**config.mk**
```make
export PLATFORM = sky130hd
export DESIGN_NAME = mult_array_scheduler
export DESIGN_NICKNAME = d
export VERILOG_FILES = /design/src/rtl/mult_array_scheduler_pkg.sv /design/src/rtl/mult_array_scheduler_pair_counter.sv /design/src/rtl/mult_array_scheduler.sv
export SDC_FILE = /design/constraint.sdc
export NUM_CORES = 1
export LEC_CHECK = 0
export ABC_AREA = 0
export CAP_MARGIN = 40
export CORE_MARGIN = 10
export CORE_UTILIZATION = 50
export CTS_BUF_LIST = sky130_fd_sc_hd__clkbuf_8
export CTS_CLUSTER_SIZE = 40
export DETAILED_ROUTE_END_ITERATION = 12
export PLACE_DENSITY = 0.76
export SYNTH_ARGS = -nofsm -noshare
export SYNTH_HDL_FRONTEND = slang
export SYNTH_SLANG_ARGS = --single-unit
export TNS_END_PERCENT = 20
```
**constraint.sdc**
```tcl
create_clock -name i_clk -period 3.9 [get_ports i_clk]
set_input_delay 0.78 -clock i_clk [delete_from_list [all_inputs] [get_ports i_clk]]
set_output_delay 0.78 -clock i_clk [all_outputs]
set_load 0.02 [all_outputs]
```
**src/rtl/mult_array_scheduler_pkg.sv**
```systemverilog
// Shared types and default sizing for the multiplier-array pass scheduler.
package mult_array_scheduler_pkg;

  localparam int CNT_W     = 8;
  localparam int IA_ADDR_W = 10;
  localparam int W_ADDR_W  = 10;
  localparam int MULT_LAT  = 2;

  typedef enum logic [2:0] {
    ST_IDLE,
    ST_LAYER,
    ST_ISSUE,
    ST_DRAIN,
    ST_DONE
  } sched_state_t;

  typedef struct packed {
    logic [CNT_W-1:0]     num_ia;
    logic [CNT_W-1:0]     num_w;
    logic [IA_ADDR_W-1:0] ia_base;
    logic [W_ADDR_W-1:0]  w_base;
    logic                 sparse;
    logic                 layer_change;
  } sched_cfg_t;

endpackage

```
**src/rtl/mult_array_scheduler_pair_counter.sv**
```systemverilog
// Nested activation/weight counter: activation index is the inner loop.
module pair_counter #(
  parameter int CNT_W = mult_array_scheduler_pkg::CNT_W
) (
  input  logic                 i_clk,
  input  logic                 i_rst,
  input  logic                 i_clr,
  input  logic                 i_adv,
  input  logic [CNT_W-1:0]     i_num_ia,
  input  logic [CNT_W-1:0]     i_num_w,
  output logic                 o_ia_zero,
  output logic                 o_ia_wrap,
  output logic                 o_last,
  output logic [2*CNT_W-1:0]   o_pair_cnt
);
  import mult_array_scheduler_pkg::*;

  logic [CNT_W-1:0]   r_ia_cnt;
  logic [CNT_W-1:0]   r_w_cnt;
  logic [2*CNT_W-1:0] r_pair_cnt;

  assign o_ia_zero  = (r_ia_cnt == '0);
  assign o_ia_wrap  = (r_ia_cnt == i_num_ia - CNT_W'(1));
  assign o_last     = o_ia_wrap && (r_w_cnt == i_num_w - CNT_W'(1));
  assign o_pair_cnt = r_pair_cnt;

  always_ff @(posedge i_clk) begin
    if (i_rst || i_clr) begin
      r_ia_cnt   <= '0;
      r_w_cnt    <= '0;
      r_pair_cnt <= '0;
    end else if (i_adv) begin
      r_pair_cnt <= r_pair_cnt + (2*CNT_W)'(1);
      if (o_ia_wrap) begin
        r_ia_cnt <= '0;
        r_w_cnt  <= r_w_cnt + CNT_W'(1);
      end else begin
        r_ia_cnt <= r_ia_cnt + CNT_W'(1);
      end
    end
  end

endmodule

```
**src/rtl/mult_array_scheduler.sv**
```systemverilog
// Sequences one layer's weight x activation sweep through the multiplier array.
// state | meaning
// IDLE  | waiting for start
// LAYER | one-cycle layer-change pulse before issue
// ISSUE | one pair per cycle when buffers ready and crossbar not stalled
// DRAIN | waiting MULT_LAT unstalled cycles for the pipeline to empty
// DONE  | one-cycle completion pulse
module mult_array_scheduler #(
  parameter int CNT_W     = mult_array_scheduler_pkg::CNT_W,
  parameter int IA_ADDR_W = mult_array_scheduler_pkg::IA_ADDR_W,
  parameter int W_ADDR_W  = mult_array_scheduler_pkg::W_ADDR_W,
  parameter int MULT_LAT  = mult_array_scheduler_pkg::MULT_LAT
) (
  input  logic                 i_clk,
  input  logic                 i_rst,
  input  logic                 i_start,
  input  logic                 i_layer_change,
  input  logic                 i_sparse,
  input  logic [CNT_W-1:0]     i_num_ia_vec,
  input  logic [CNT_W-1:0]     i_num_w_vec,
  input  logic [IA_ADDR_W-1:0] i_ia_base_addr,
  input  logic [W_ADDR_W-1:0]  i_w_base_addr,
  input  logic                 i_ia_rdy,
  input  logic                 i_w_rdy,
  input  logic                 i_xbar_stall,
  output logic                 o_ia_rd_en,
  output logic [IA_ADDR_W-1:0] o_ia_rd_addr,
  output logic                 o_w_rd_en,
  output logic [W_ADDR_W-1:0]  o_w_rd_addr,
  output logic                 o_issue,
  output logic                 o_decode_restart,
  output logic                 o_layer_change_flag,
  output logic                 o_sparse_q,
  output logic                 o_busy,
  output logic                 o_done,
  output logic [2*CNT_W-1:0]   o_pair_cnt
);
  import mult_array_scheduler_pkg::*;

  sched_state_t         r_state;
  sched_cfg_t           r_cfg;
  logic [CNT_W-1:0]     r_drain;
  logic [IA_ADDR_W-1:0] r_ia_addr;
  logic [W_ADDR_W-1:0]  r_w_addr;
  logic                 r_lc_flag;
  logic                 r_done;
  logic                 r_busy;

  logic w_issue;
  logic w_ia_zero;
  logic w_ia_wrap;
  logic w_last;
  logic w_launch;
  logic w_unused_cfg;

  // Layer-change request and weight base only matter at launch; kept latched for debug.
  assign w_unused_cfg = r_cfg.layer_change | (|r_cfg.w_base);

  assign w_launch = (r_state == ST_IDLE) && i_start;
  assign w_issue  = (r_state == ST_ISSUE) && i_ia_rdy && i_w_rdy && !i_xbar_stall;

  pair_counter #(.CNT_W(CNT_W)) u_pair_counter (
    .i_clk      (i_clk),
    .i_rst      (i_rst),
    .i_clr      (w_launch),
    .i_adv      (w_issue),
    .i_num_ia   (r_cfg.num_ia),
    .i_num_w    (r_cfg.num_w),
    .o_ia_zero  (w_ia_zero),
    .o_ia_wrap  (w_ia_wrap),
    .o_last     (w_last),
    .o_pair_cnt (o_pair_cnt)
  );

  assign o_issue             = w_issue;
  assign o_ia_rd_en          = w_issue;
  assign o_w_rd_en           = w_issue && w_ia_zero;
  assign o_decode_restart    = w_issue && w_ia_zero;
  assign o_ia_rd_addr        = r_ia_addr;
  assign o_w_rd_addr         = r_w_addr;
  assign o_layer_change_flag = r_lc_flag;
  assign o_done              = r_done;
  assign o_busy              = r_busy;
  assign o_sparse_q          = r_cfg.sparse;

  always_ff @(posedge i_clk) begin
    if (i_rst) begin
      r_state   <= ST_IDLE;
      r_cfg     <= '0;
      r_drain   <= '0;
      r_ia_addr <= '0;
      r_w_addr  <= '0;
      r_lc_flag <= 1'b0;
      r_done    <= 1'b0;
      r_busy    <= 1'b0;
    end else begin
      r_lc_flag <= 1'b0;
      r_done    <= 1'b0;
      case (r_state)
        ST_IDLE: begin
          if (i_start) begin
            r_cfg     <= '{num_ia: i_num_ia_vec, num_w: i_num_w_vec,
                           ia_base: i_ia_base_addr, w_base: i_w_base_addr,
                           sparse: i_sparse, layer_change: i_layer_change};
            r_ia_addr <= i_ia_base_addr;
            r_w_addr  <= i_w_base_addr;
            r_busy    <= 1'b1;
            if (i_num_ia_vec == '0 || i_num_w_vec == '0) begin
              r_state <= ST_DONE;
              r_done  <= 1'b1;
            end else if (i_layer_change) begin
              r_state   <= ST_LAYER;
              r_lc_flag <= 1'b1;
            end else begin
              r_state <= ST_ISSUE;
            end
          end
        end
        ST_LAYER: r_state <= ST_ISSUE;
        ST_ISSUE: begin
          if (w_issue) begin
            // Addresses track the counters one step ahead so they are registered.
            if (w_ia_wrap) begin
              r_ia_addr <= r_cfg.ia_base;
              r_w_addr  <= r_w_addr + W_ADDR_W'(1);
            end else begin
              r_ia_addr <= r_ia_addr + IA_ADDR_W'(1);
            end
            if (w_last) begin
              r_state <= ST_DRAIN;
              r_drain <= CNT_W'(MULT_LAT);
            end
          end
        end
        ST_DRAIN: begin
          if (!i_xbar_stall) begin
            r_drain <= r_drain - CNT_W'(1);
            if (r_drain == CNT_W'(1)) begin
              r_state <= ST_DONE;
              r_done  <= 1'b1;
            end
          end
        end
        ST_DONE: begin
          r_state <= ST_IDLE;
          r_busy  <= 1'b0;
        end
        default: r_state <= ST_IDLE;
      endcase
    end
  end

endmodule

```
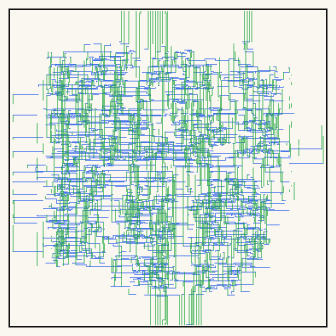
Fig. 1. Routed metal, one color a layer.
Only two layers are drawn.
Blue shows met1, wire length 5790 um. Green shows met2, wire length 6200 um.
vias: 4848
Post-Route WL: 13140 um

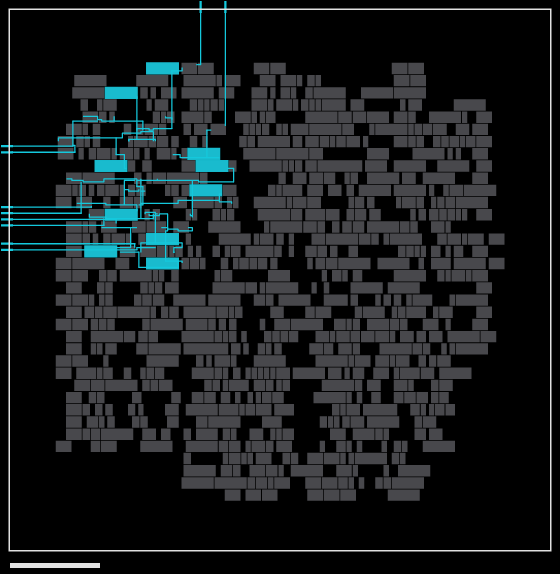
Fig. 2. Wires at chosen ports, followed through buffers.
Scale bar: 20 um.
Cyan shows `o_ia_rd_addr`, bits 10, direction output, edge 8 left, 2 top, end cells 10, wire 563 um.
IO Pins: 88
number of I/O port buffers: 87

==> impl_metrics.json <==
{
  "syn_area_sq_mm": 0.005049,
  "cts.clk_slew.worst_paths_ns": 0.08,
  "r2r_slack_ns": 0.92,
  "htreeDepth": 3,
  "crit_end": "o_ia_rd_en",
  "ys.flop_type": "dfxtp_1",
  "ant_nets": 0,
  "p_int_uw": 1482,
  "synth_top_area_share_pct": 36.88,
  "ctsHoldBuffers": 0,
  "regMostFlops": "r_cfg",
  "p_clk_uw": 613,
  "p_comb_share_pct": 21.7,
  "powerDensity_mw_per_mm2": 345.7,
  "status": "finished clean",
  "postSynthSeqShare_pct": 36.88,
  "grt_util_met1_pct": 22.19,
  "fin_setup_tns_ns": 0,
  "grt.overflow.total": 0,
  "post_cts_buffers": 0,
  "inv_count": 18,
  "die_w_um": 120.5,
  "pg_comb_uw": 463,
  "clock_buffers": 12,
  "min_path_cells": 2,
  "simple_gate_area_share_pct": 29.07,
  "wl_met2_um": 6198,
  "path_depth": 6,
  "worstHoldPathType": "reg -> reg",
  "arrival_ns": 2.69,
  "cp-end-kind": "output pin",
  "crit_top_cell": "clkdlybuf4s50_1",
  "synth.most_common_cell": "nand2_1",
  "wl_met3_um": 953,
  "grt_pass1_vias": 4637,
  "drc": 0,
  "busiest_layer": "met2",
  "skew_ns": 0.01157,
  "ys_cells": 650,
  "mi_logic_area_sq_mm": 0.002950,
  "seq_area_sq_mm": 0.001862,
  "yosys.area_share.aoi_pct": 17.99,
  "start_kind": "primary input",
  "design_area_sq_mm": 0.006176,
  "dr.pass1.iters": 6,
  "drt_iter0_drc": 383,
  "seq_area_share_pct": 30.15,
  "n_antenna_cell": 0
}
